## config.mk

```make
export PLATFORM = sky130hd
export DESIGN_NAME = gpib_source_sched
export DESIGN_NICKNAME = d
export VERILOG_FILES = /design/src/rtl/gpib_pkg.sv /design/src/rtl/gpib_rr_arbiter.sv /design/src/rtl/gpib_source_sched.sv
export SDC_FILE = /design/constraint.sdc
export NUM_CORES = 1
export LEC_CHECK = 0
export CAP_MARGIN = 40
export CORE_MARGIN = 2
export CORE_UTILIZATION = 40
export DETAILED_ROUTE_END_ITERATION = 7
export PLACE_DENSITY_LB_ADDON = 0.2
export REMOVE_ABC_BUFFERS = 1
export SYNTH_ARGS = -nofsm -noshare
export SYNTH_HDL_FRONTEND = slang
export SYNTH_HIERARCHICAL = 1
export SYNTH_SLANG_ARGS = --single-unit
export TNS_END_PERCENT = 30
```

## constraint.sdc

```tcl
create_clock -name clk -period 4.2 [get_ports clk]
set_input_delay 0.42 -clock clk [delete_from_list [all_inputs] [get_ports clk]]
set_output_delay 0.42 -clock clk [all_outputs]
set_load 0.01 [all_outputs]
```

## src/rtl/gpib_pkg.sv

```systemverilog
`default_nettype none
// ============================================================================
//  Module   : gpib_pkg
//  Purpose  : Shared types and defaults for the GPIB talker source scheduler.
//             Holds the source-handshake state encoding and default widths.
//  Revision : 1.0  initial release
// ============================================================================
package gpib_pkg;

  localparam int GPIB_DATA_WIDTH     = 8;
  localparam int GPIB_TIMEOUT_CYCLES = 1024;

  typedef enum logic [2:0] {
    ST_IDLE       = 3'd0,
    ST_SETTLE     = 3'd1,
    ST_WAIT_NRFD  = 3'd2,
    ST_WAIT_NDAC  = 3'd3,
    ST_WAIT_RESET = 3'd4
  } gpib_src_state_t;

endpackage
`default_nettype wire

```

## src/rtl/gpib_rr_arbiter.sv

```systemverilog
`default_nettype none
// ============================================================================
//  Module   : gpib_rr_arbiter
//  Purpose  : Combinational one-hot round-robin pick. Searches the request
//             vector starting at index ptr and wrapping; the pointer register
//             lives in the parent.
//  Ports    : req  [NUM_REQ]  request vector
//             ptr  [IDX_W]    index with highest priority
//             gnt  [NUM_REQ]  one-hot winner (all zero when no request)
//             idx  [IDX_W]    binary index of the winner
//             any             at least one request present
//  Revision : 1.0  initial release
// ============================================================================
module gpib_rr_arbiter
  import gpib_pkg::*;
#(
  parameter int NUM_REQ = 4,
  parameter int IDX_W   = $clog2(NUM_REQ)
) (
  input  logic [NUM_REQ-1:0] req,
  input  logic [IDX_W-1:0]   ptr,
  output logic [NUM_REQ-1:0] gnt,
  output logic [IDX_W-1:0]   idx,
  output logic               any
);

  always_comb begin
    int j;
    j   = 0;
    gnt = '0;
    idx = '0;
    any = 1'b0;
    for (int i = 0; i < NUM_REQ; i++) begin
      j = (int'(ptr) + i) % NUM_REQ;
      if (!any && req[IDX_W'(j)]) begin
        any              = 1'b1;
        gnt[IDX_W'(j)]   = 1'b1;
        idx              = IDX_W'(j);
      end
    end
  end

endmodule
`default_nettype wire

```

## src/rtl/gpib_source_sched.sv

```systemverilog
`default_nettype none
// ============================================================================
//  Module   : gpib_source_sched
//  Purpose  : Shares the GPIB talker datapath among NUM_REQ byte sources with
//             round-robin arbitration and a per-message bus lock, and runs the
//             DAV/NRFD/NDAC source handshake for each byte.
//  Ports    : clk, rst (async, active-high)
//             talker_en              interface addressed as talker
//             req_valid/data/last    per-requester byte stream
//             req_ready              byte accepted this cycle
//             nrfd, ndac             listener handshake lines (1 = not ready /
//                                    not accepted)
//             bus_data, bus_oe, dav, eoi   talker pin drive
//             grant                  one-hot current owner
//             busy                   handshake in progress
//             timeout_err            one-cycle watchdog pulse
//  Config   : GPIB_HS_TIMEOUT_EN  builds the handshake watchdog
//             (TIMEOUT_CYCLES); without it timeout_err is tied low.
//  Revision : 1.0  initial release
// ============================================================================
module gpib_source_sched
  import gpib_pkg::*;
#(
  parameter int DATA_WIDTH     = GPIB_DATA_WIDTH,
  parameter int NUM_REQ        = 4,
  parameter int SETTLE_CYCLES  = 2,
  parameter int TIMEOUT_CYCLES = GPIB_TIMEOUT_CYCLES
) (
  input  logic                          clk,
  input  logic                          rst,
  input  logic                          talker_en,
  input  logic [NUM_REQ-1:0]            req_valid,
  input  logic [NUM_REQ*DATA_WIDTH-1:0] req_data,
  input  logic [NUM_REQ-1:0]            req_last,
  output logic [NUM_REQ-1:0]            req_ready,
  input  logic                          nrfd,
  input  logic                          ndac,
  output logic [DATA_WIDTH-1:0]         bus_data,
  output logic                          bus_oe,
  output logic                          dav,
  output logic                          eoi,
  output logic [NUM_REQ-1:0]            grant,
  output logic                          busy,
  output logic                          timeout_err
);

  localparam int IDX_W = $clog2(NUM_REQ);
`ifdef GPIB_HS_TIMEOUT_EN
  localparam int CNT_W = ($clog2(TIMEOUT_CYCLES + 1) > $clog2(SETTLE_CYCLES + 1)) ?
                         $clog2(TIMEOUT_CYCLES + 1) : $clog2(SETTLE_CYCLES + 1);
`else
  localparam int CNT_W = $clog2(SETTLE_CYCLES + 1);
`endif

  // Zero-length settle or watchdog windows are not meaningful configurations.
  if (SETTLE_CYCLES < 1 || TIMEOUT_CYCLES < 1) begin : g_param_check
  end

  gpib_src_state_t         r_state, w_state_nxt;
  logic [IDX_W-1:0]        r_ptr;
  logic [NUM_REQ-1:0]      r_grant, w_grant_nxt;
  logic [DATA_WIDTH-1:0]   r_data;
  logic                    r_last;
  logic                    r_dav, r_oe, r_eoi;
  logic [CNT_W-1:0]        r_cnt;
  logic                    w_cnt_inc;
  logic                    w_can_accept, w_accept, w_tmo;
  logic [NUM_REQ-1:0]      w_arb_req, w_arb_gnt;
  logic [IDX_W-1:0]        w_arb_idx;
  logic                    w_arb_any;

  // A held grant in IDLE is the burst lock: only the owner may be picked.
  assign w_arb_req = (|r_grant) ? (req_valid & r_grant) : req_valid;

  gpib_rr_arbiter #(
    .NUM_REQ (NUM_REQ),
    .IDX_W   (IDX_W)
  ) u_arb (
    .req (w_arb_req),
    .ptr (r_ptr),
    .gnt (w_arb_gnt),
    .idx (w_arb_idx),
    .any (w_arb_any)
  );

  assign w_can_accept = (r_state == ST_IDLE) && talker_en;
  assign req_ready    = w_can_accept ? w_arb_gnt : '0;
  assign w_accept     = w_can_accept && w_arb_any;

`ifdef GPIB_HS_TIMEOUT_EN
  logic w_in_wait;
  assign w_in_wait = (r_state == ST_WAIT_NRFD) || (r_state == ST_WAIT_NDAC) ||
                     (r_state == ST_WAIT_RESET);
  assign w_cnt_inc = (r_state == ST_SETTLE) || w_in_wait;
`else
  assign w_cnt_inc = (r_state == ST_SETTLE);
`endif

  always_comb begin
    w_state_nxt = r_state;
    w_grant_nxt = r_grant;
    w_tmo       = 1'b0;
    case (r_state)
      ST_IDLE: begin
        if (w_accept) begin
          w_state_nxt = ST_SETTLE;
          w_grant_nxt = w_arb_gnt;
        end
      end
      ST_SETTLE: begin
        if (r_cnt == CNT_W'(SETTLE_CYCLES - 1)) w_state_nxt = ST_WAIT_NRFD;
      end
      ST_WAIT_NRFD: begin
        if (!nrfd) w_state_nxt = ST_WAIT_NDAC;
      end
      ST_WAIT_NDAC: begin
        if (!ndac) w_state_nxt = ST_WAIT_RESET;
      end
      ST_WAIT_RESET: begin
        if (ndac) begin
          w_state_nxt = ST_IDLE;
          if (r_last) w_grant_nxt = '0;
        end
      end
      default: begin
        w_state_nxt = ST_IDLE;
        w_grant_nxt = '0;
      end
    endcase
`ifdef GPIB_HS_TIMEOUT_EN
    if (talker_en && w_in_wait && (r_cnt == CNT_W'(TIMEOUT_CYCLES - 1))) begin
      w_state_nxt = ST_IDLE;
      w_grant_nxt = '0;
      w_tmo       = 1'b1;
    end
`endif
    // Losing the talker role silently discards the byte in flight.
    if ((r_state != ST_IDLE) && !talker_en) begin
      w_state_nxt = ST_IDLE;
      w_grant_nxt = '0;
    end
  end

  always_ff @(posedge clk or posedge rst) begin
    if (rst) r_state <= ST_IDLE;
    else     r_state <= w_state_nxt;
  end

  // Pin drives are registered from the next state so they change only on
  // clock edges and dav can never be high while bus_data is reloaded.
  always_ff @(posedge clk or posedge rst) begin
    if (rst) begin
      r_ptr   <= '0;
      r_grant <= '0;
      r_data  <= '0;
      r_last  <= 1'b0;
      r_dav   <= 1'b0;
      r_oe    <= 1'b0;
      r_eoi   <= 1'b0;
      r_cnt   <= '0;
    end else begin
      r_grant <= w_grant_nxt;
      r_dav   <= (w_state_nxt == ST_WAIT_NDAC);
      r_oe    <= (w_state_nxt != ST_IDLE);
      r_eoi   <= (w_state_nxt != ST_IDLE) &&
                 (w_accept ? req_last[w_arb_idx] : r_last);
      if (w_accept) begin
        r_data <= req_data[int'(w_arb_idx)*DATA_WIDTH +: DATA_WIDTH];
        r_last <= req_last[w_arb_idx];
        r_ptr  <= (w_arb_idx == IDX_W'(NUM_REQ - 1)) ? '0 : w_arb_idx + IDX_W'(1);
      end
      if (w_state_nxt != r_state) r_cnt <= '0;
      else if (w_cnt_inc)         r_cnt <= r_cnt + CNT_W'(1);
    end
  end

`ifdef GPIB_HS_TIMEOUT_EN
  logic r_tmo;
  always_ff @(posedge clk or posedge rst) begin
    if (rst) r_tmo <= 1'b0;
    else     r_tmo <= w_tmo;
  end
  assign timeout_err = r_tmo;
`else
  assign timeout_err = 1'b0;
`endif

  assign bus_data = r_data;
  assign bus_oe   = r_oe;
  assign dav      = r_dav;
  assign eoi      = r_eoi;
  assign grant    = r_grant;
  assign busy     = (r_state != ST_IDLE);

endmodule
`default_nettype wire

```

Wiring by layer:
Scale: 6 px per um.
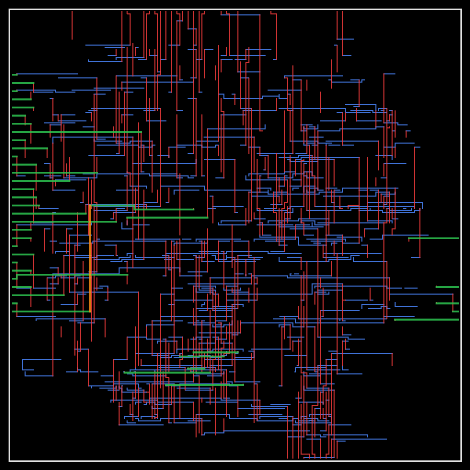
color	layer	wire length
orange	M4	17.7 um
blue	M1	2030 um
red	M2	2210 um
green	M3	276 um
wire length per cell after detailed routing: 14.3 um
combined global-route utilization of all metal layers: 17.5%
total length of routed wires: 4.53 mm
total number of vias: 1706

Floorplan with the power grid:
Scale: 6 px per um. Pins as bars on the die edge. Tap cells in gray.
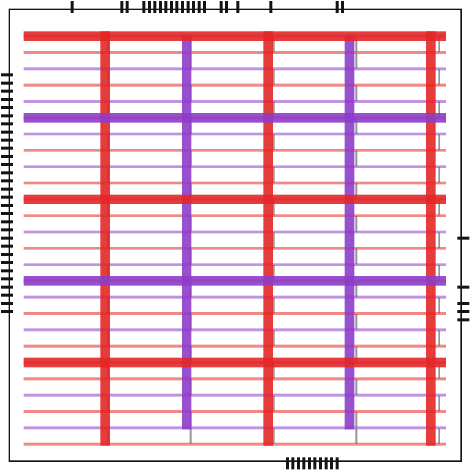
color	net
red	VSS
purple	VDD
met4 straps	5
tap cells	67
met5 straps	5
core box area: 4790 um2
peak supply drop: 0.493 mV
Die X-Extent: 75.1 um
floorplan die height: 75.1 um

Placement by cell class:
Scale: 6 px per um. Fill, decap, tap and diode cells in gray.
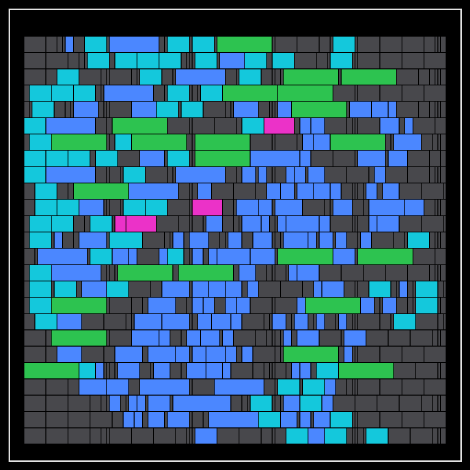
color	class	cells
blue	remaining logic cells	155
green	sequential cells	23
magenta	clock drivers and dummy loads	4
cyan	remaining buffers and delay cells	68
share of the final layout cell area in sequential cells: 21.0%
total non-filler cell area in the finished layout: 2740 um2

==> run summary <==
The run has ended; figures from its reports follow.

The flow ran to the end, and the final reports show no timing, DRC or antenna violations. The number of violations of the max-capacitance limit is 0. Per the post-run analysis, buffers plus inverters along the critical path come to 1. The most frequently used cell type in the post-synthesis netlist is sky130_fd_sc_hd__dfrtp_1. The report puts the hold buffer count at CTS at 0. TritonCTS built the clock tree. The post-layout total power came out at between 2 and 2.5 mW. In this run the number of H-tree levels came out at 1. The fraction of area in multi-input gates is 47.7%. The count of pins over their slew limit came out at 0.

The final global-route overflow total came out at 0. The maximum fanout count along the critical path came out at 13. Yosys shows that the main logic family after synthesis is multiplexers.

The measured slew at the worst slew-check pin came out at approximately 0.63 ns. The AND-OR/OR-AND share of the synthesized area came out at between 10% and 20%. Yosys reported that registers with async set or reset make up 100%.

The final period demand of the worst path is 3.55 ns. The netlist area before placement came out at around 2000 um2. STA on the placed design reports a worst setup slack of ~0.51 ns. Entering global routing, the biggest net connects 20 pins. The worst-case hold slack is about 0.45 ns. The number of antenna violations at the first check in global routing came out at 0. The flip-flop count of the largest register, all copies and words added is 8. For the worst setup path, the data required time is between 3 and 4 ns. In the finished layout, the clock tree contains a buffer count of 3. The synthesis area per yosys came out at 2020 um2. The detailed placer's ending HPWL is roughly 3.6 mm. As reported, the later end of the worst-skew pair has a clock insertion delay of around 0.27 ns. For reference, the mux area share after synthesis is about a quarter. The cell count after placement came out at 313. Hold-check failures listed in the final report amount to 0.

The adder and majority cell fraction of the synthesized area is under 10%. Routing resource usage on met3 recorded by global route was 5.09%. The cell-mix breakdown from Yosys lists the XOR/XNOR area share as less than 1%. According to the floorplan report, the total die area is around 5600 um2. The iteration count of the initial detailed-routing pass came out at 4.

The floorplan report gives the top-level pin count as approximately 66. After synthesis, the most frequently instantiated cells are sky130_fd_sc_hd__dfrtp_1 (23), sky130_fd_sc_hd__inv_1 (13), sky130_fd_sc_hd__mux4_2 (13), sky130_fd_sc_hd__nand2_1 (11), sky130_fd_sc_hd__ha_1 (10). The power in the clock group is 0.141 mW. In the setup report, the worst path falls into the class reg -> out. The worst flop-to-flop path startpoint is grant[3]$_DFFE_PP0P_. The mean instance size in the synthesized netlist is roughly 11 um2. The number of global-route vias before repair came to 1647. The top layer reached by signal wires is met4.

The detailed-routing wirelength on met1 came out at about 2.0 mm. The root buffer cell is sky130_fd_sc_hd__clkbuf_8. The number of tap instances came out at ~67. The placed instances occupy a cell area of 2700 um2.

Listed in order, past its start point the critical path passes nor3_1 > o21a_1 > mux4_1 > nor2_1 > o2111ai_1 > nand3_1 > and3_1 > clkdlybuf4s50_1. met1 track demand over resource after global routing is a little under a quarter. Of the total power, combinational logic draws 74.3%. The flow reports an fmax of about 0.28 GHz. After detailed routing, the met3 layer carries 276 um of wire. The final layout report lists a filler cell count of ~430. The count of buffers from port buffering came out at approximately 64. The clock passes through at most 2 buffers. Looking at the worst setup and hold paths, the clock pins of their registers show a slew of 0.09 ns. After synthesis, the largest area contributor takes up between 20 and 30% of total cell area. The final report lists the setup-violating endpoint count as 0. The proportion of power drawn by the clock network is between 6 and 7%. 0 antenna diodes ended up in the layout. The main area contributors are sky130_fd_sc_hd__dfrtp_1 (28%), sky130_fd_sc_hd__mux4_2 (14%), sky130_fd_sc_hd__ha_1 (6.2%), sky130_fd_sc_hd__mux2i_1 (4.0%), sky130_fd_sc_hd__mux2_1 (2.8%). The yosys cell count is 192. The sequential standard cell area is about 580 um2. The worst path arrival time is approximately 3.1 ns. The tightest slew margin relative to the limit came out at between 50% and 60%. The area overhead of the layout relative to synthesis came out at 35.7%. The post-route netlist has about 14% of its cells at a drive strength greater than 1.

The post-layout instance count excluding filler cells is 317. Counting only logic cells after layout, the most numerous master is sky130_fd_sc_hd__clkdlybuf4s50_1. The multi-input logic cell count came out at 142.

The slack of the worst reg-to-reg path came out at between 0.7 and 0.8 ns. The launching element of the worst setup path is grant[1]$_DFFE_PP0P_. The sequential fraction of design power is approximately a fifth.

Setup repair after global routing left no endpoint under its margin. The net load switching power came out at around 0.89 mW. The netlist uses roughly 51 different library cells.

Summed over all sequential cells, the power is a little under 0.4 mW. The first global-routing pass estimated 7.65 mm of wire. The final layout reports a setup TNS of 0 ns. The number of flops mapped to enable cells by yosys is 0. The footprint of the multi-input gates came out at 1310 um2. The detailed route wirelength on metal2 is 2.21 mm. Dividing total power by cell area gives a power density of about 760 nW/um2.

Broken down by cell family, the worst path's largest delay share belongs to simple AND/OR/NAND/NOR gates. After layout, the worst setup slack is ~0.65 ns. In this run the core area contains 25 standard-cell rows.
Power figures rest on the tool's default switching activity, not on a simulated workload.
